===== src/rtl/memcpy_seq.sv =====
// memcpy_seq: multi-cycle sequencer for the MEMCPY instruction.
// While a copy runs it holds the PC, owns the data-memory port and moves
// one word per READ/WRITE pair in ascending address order. When the last
// word is written it gives the port back and pulses done for one cycle.
module memcpy_seq #(
    parameter int ADDR_W     = 32,
    parameter int CNT_W      = 7,
    parameter int WORD_BYTES = 4
) (
    input  logic              clk,
    input  logic              reset,
    input  logic              start,
    input  logic [ADDR_W-1:0] src_base,
    input  logic [ADDR_W-1:0] dst_base,
    input  logic [CNT_W-1:0]  count,
    input  logic [ADDR_W-1:0] mem_rdata,
    output logic              stall,
    output logic              mem_own,
    output logic [ADDR_W-1:0] mem_addr,
    output logic              mem_wr_en,
    output logic [ADDR_W-1:0] mem_wdata,
    output logic              busy,
    output logic              done
);

    typedef enum logic [1:0] {
        IDLE  = 2'd0,
        READ  = 2'd1,
        WRITE = 2'd2,
        DONE  = 2'd3
    } state_t;

    state_t            state_r;
    state_t            state_s;
    logic [ADDR_W-1:0] src_ptr_r;
    logic [ADDR_W-1:0] dst_ptr_r;
    logic [CNT_W-1:0]  remaining_r;
    logic [ADDR_W-1:0] buf_r;
    logic              launch_s;

    // A copy starts only for a MEMCPY with a nonzero count; zero is a no-op.
    assign launch_s = start && (count != {CNT_W{1'b0}});

    // State, pointers, word counter and the data buffer between READ and WRITE.
    always_ff @(posedge clk) begin
        if (reset) begin
            state_r     <= IDLE;
            src_ptr_r   <= {ADDR_W{1'b0}};
            dst_ptr_r   <= {ADDR_W{1'b0}};
            remaining_r <= {CNT_W{1'b0}};
            buf_r       <= {ADDR_W{1'b0}};
        end else begin
            state_r <= state_s;
            case (state_r)
                IDLE: begin
                    if (launch_s) begin
                        src_ptr_r   <= src_base;
                        dst_ptr_r   <= dst_base;
                        remaining_r <= count;
                    end
                end
                READ: begin
                    buf_r <= mem_rdata;
                end
                WRITE: begin
                    // Unsigned wrap past the top of the address space is intended.
                    src_ptr_r   <= src_ptr_r + ADDR_W'(WORD_BYTES);
                    dst_ptr_r   <= dst_ptr_r + ADDR_W'(WORD_BYTES);
                    remaining_r <= remaining_r - CNT_W'(1);
                end
                default: begin
                    // DONE: nothing to update, registers hold.
                end
            endcase
        end
    end

    // Next-state selection; start is only looked at in IDLE.
    always_comb begin
        state_s = state_r;
        case (state_r)
            IDLE: begin
                if (launch_s) begin
                    state_s = READ;
                end else begin
                    state_s = IDLE;
                end
            end
            READ: begin
                state_s = WRITE;
            end
            WRITE: begin
                if (remaining_r == CNT_W'(1)) begin
                    state_s = DONE;
                end else begin
                    state_s = READ;
                end
            end
            DONE: begin
                // Unconditional return so a still-high start cannot retrigger.
                state_s = IDLE;
            end
            default: begin
                state_s = IDLE;
            end
        endcase
    end

    // Output decode; address and write data stay 0 unless the port is owned.
    always_comb begin
        stall     = 1'b0;
        mem_own   = 1'b0;
        mem_addr  = {ADDR_W{1'b0}};
        mem_wr_en = 1'b0;
        mem_wdata = {ADDR_W{1'b0}};
        busy      = 1'b0;
        done      = 1'b0;
        case (state_r)
            IDLE: begin
                // Combinational so the PC is held in the very first cycle.
                stall = launch_s;
            end
            READ: begin
                stall    = 1'b1;
                mem_own  = 1'b1;
                busy     = 1'b1;
                mem_addr = src_ptr_r;
            end
            WRITE: begin
                stall     = 1'b1;
                mem_own   = 1'b1;
                busy      = 1'b1;
                mem_addr  = dst_ptr_r;
                mem_wdata = buf_r;
                mem_wr_en = 1'b1;
            end
            DONE: begin
                done = 1'b1;
            end
            default: begin
                stall = 1'b0;
            end
        endcase
    end

endmodule

===== config.mk =====
export PLATFORM = sky130hd
export DESIGN_NAME = memcpy_seq
export DESIGN_NICKNAME = d
export VERILOG_FILES = /design/src/rtl/memcpy_seq.sv
export SDC_FILE = /design/constraint.sdc
export NUM_CORES = 1
export LEC_CHECK = 0
export ABC_CLOCK_PERIOD_IN_PS = 2500
export CAP_MARGIN = 10
export CORE_MARGIN = 10
export CORE_UTILIZATION = 30
export CTS_BUF_LIST = sky130_fd_sc_hd__clkbuf_4 sky130_fd_sc_hd__clkbuf_8
export CTS_CLUSTER_DIAMETER = 100
export DETAILED_ROUTE_END_ITERATION = 10
export DONT_BUFFER_PORTS = 1
export PLACE_DENSITY = 0.42
export SETUP_SLACK_MARGIN = 0.15
export SYNTH_ARGS = -nofsm -noshare
export SYNTH_HDL_FRONTEND = slang
export SYNTH_SLANG_ARGS = --single-unit

===== constraint.sdc =====
create_clock -name clk -period 2.5 [get_ports clk]
set_clock_uncertainty 0.2 [all_clocks]
set_input_delay 0.625 -clock clk [delete_from_list [all_inputs] [get_ports clk]]
set_output_delay 0.625 -clock clk [all_outputs]
set_load 0.02 [all_outputs]

The metal 1 layer:
Scale: 2 px per µm. Supply wires on this layer in gray.
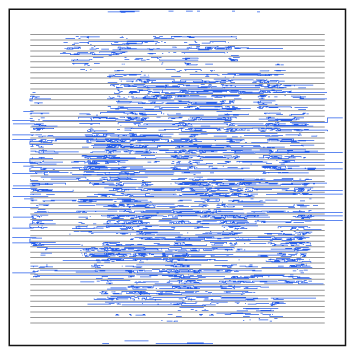
share of all routed wire = 42%
wire length on this layer = 12100 µm
main direction = horizontal
DRT Wirelength: 28.6 mm
detailed-route via count: 6996

==> flow_summary.ini <==
; generated from flow reports
[run_status]
status = complete, but fails checks
violations = setup timing

[die]
core_area_um2 = 21200
dieArea_um2 = 28000
tap_cells = 275
rows = 53
die_w_um = 167

[critical_path]
cp.depth = 8
cp_cell_sequence = inv_2, buf_6, ha_4, buf_12, buf_6, a22oi_2, nor2b_2, buf_6
critPathBufInv = 5
cp_max_fo = 6
cp-startpoint = state_r[1]
ff2ff_path_depth = 12
rrSetupSlack_ps = -60
critPathLaunchType = register
slowest_delay_ps = 360
reg2reg_to = src_ptr_r[19]

[timing]
period_used_share = 1.06
slew_viol_final = 0
setup_ws_ps = -144
hold_viol_final = 0
setup_viol = 65
rsz0062_at_grt = yes
timing.fmax_mhz = 378
timing.slew.headroom = 0.594

[final_layout]
final-nonclk-buf-share = 0.209
seq_share = 0.221
top_regs = buf_r: 32 flops, dst_ptr_r: 32 flops, src_ptr_r: 32 flops
fin_util = 0.449
area_delta_synth_final_pct = 46.4
sh_comb_area = 0.507
ff_count = 105
inv_count = 14
n_all_buffers = 166
n_fill_cell = 2107
fin_area_um2 = 9530
seq_area_um2 = 2100
clkCellAreaFrac = 0.0197

[routing]
viasPerCell = 5.69
met3WireLength_mm = 2.09
highest_layer = met5
drc = 0
ant_nets = 0
wire_per_inst_um = 23.3
dr_wl_met2_mm = 13.9

[synth]
synth_area_um2 = 6510
ys_warn_count = 0
synth_simple_gate_area_share = 0.294
aoi_share = 0.245
syn-mean-instance-area_um2 = 7.71
synth_top_area_share = 0.323
topCellsByArea = dfxtp_1, mux2i_1, a21oi_1
yosys.area.top_type = dfxtp_1
logic_family = simple AND/OR/NAND/NOR gates
syn_nets = 959
synthArstFlopShare = 0
synth_flops = 105
xor_share = 0

[pwr]
top_power_group = registers
leakagePower_nw = 3.37
comb_power_share = 0.284
p_total_mw = 4.32
pwr-share-seq = 0.452
p_comb_mw = 1.23
power.switching_mw = 1.43

[clock_tree]
cts_tree = done
numCtsBuffers = 9
cts.sinks = 105
root_buffer = clkbuf_8
h-tree-depth = 3
clockBufferDepth = 2
cts_resized = 136

[flow_run]
tool_warnings = 34

[grt]
grt_pass1_vias = 6726
grt_pass1_wl_mm = 41.2
busiest_layer = met2
met3_usage = 0.0564
antenna_found_initial = 4
met1_usage = 0.231

[worst_hold_path]
worstHoldEndpoint = src_ptr_r[28]
worstHoldStart = reset
hold_class = primary input to register

[place]
preCtsSetupSlack_ps = -160
place_area_um2 = 7580
gp_congestion = 0.876
place_inst = 1153
Met2 routing:
Scale: 1.5 px per µm. Cells faint in the background.
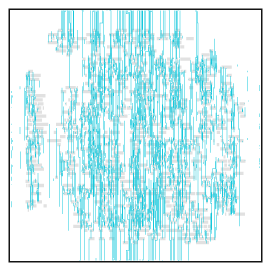
wire length on this layer = 13900 µm
share of all routed wire = 48%
nets with wire on the layer = 911
main direction = vertical
longest straight run = 80.6 µm
GRT met2 Usage: 0.298

[synthesized netlist by cell type, types with 4 or more instances]
library cell  instances
a211oi_1             11
a21o_1                5
a21oi_1              66
a22oi_1              32
a31oi_1              15
a41oi_1               5
and2_1               34
and3_1               15
and4_1                6
buf_1                 8
buf_2                 7
buf_6                 4
clkbuf_1             50
dfxtp_1             105
ha_1                  9
inv_1                14
mux2i_1              35
nand2_1              61
nand2b_1              6
nand3_1              39
nand4_1              15
nor2_1               72
nor2b_1              44
nor3_1               20
nor4_1               14
o211ai_1              6
o21a_1                5
o21ai_0              51
o22ai_1               6
o2bb2ai_1             4
o31ai_1               5
o32ai_1               7
or2_2                 6
or3_1                 7
or4_1                 5
No activity file was given, so power comes from the tool's default toggle rates.
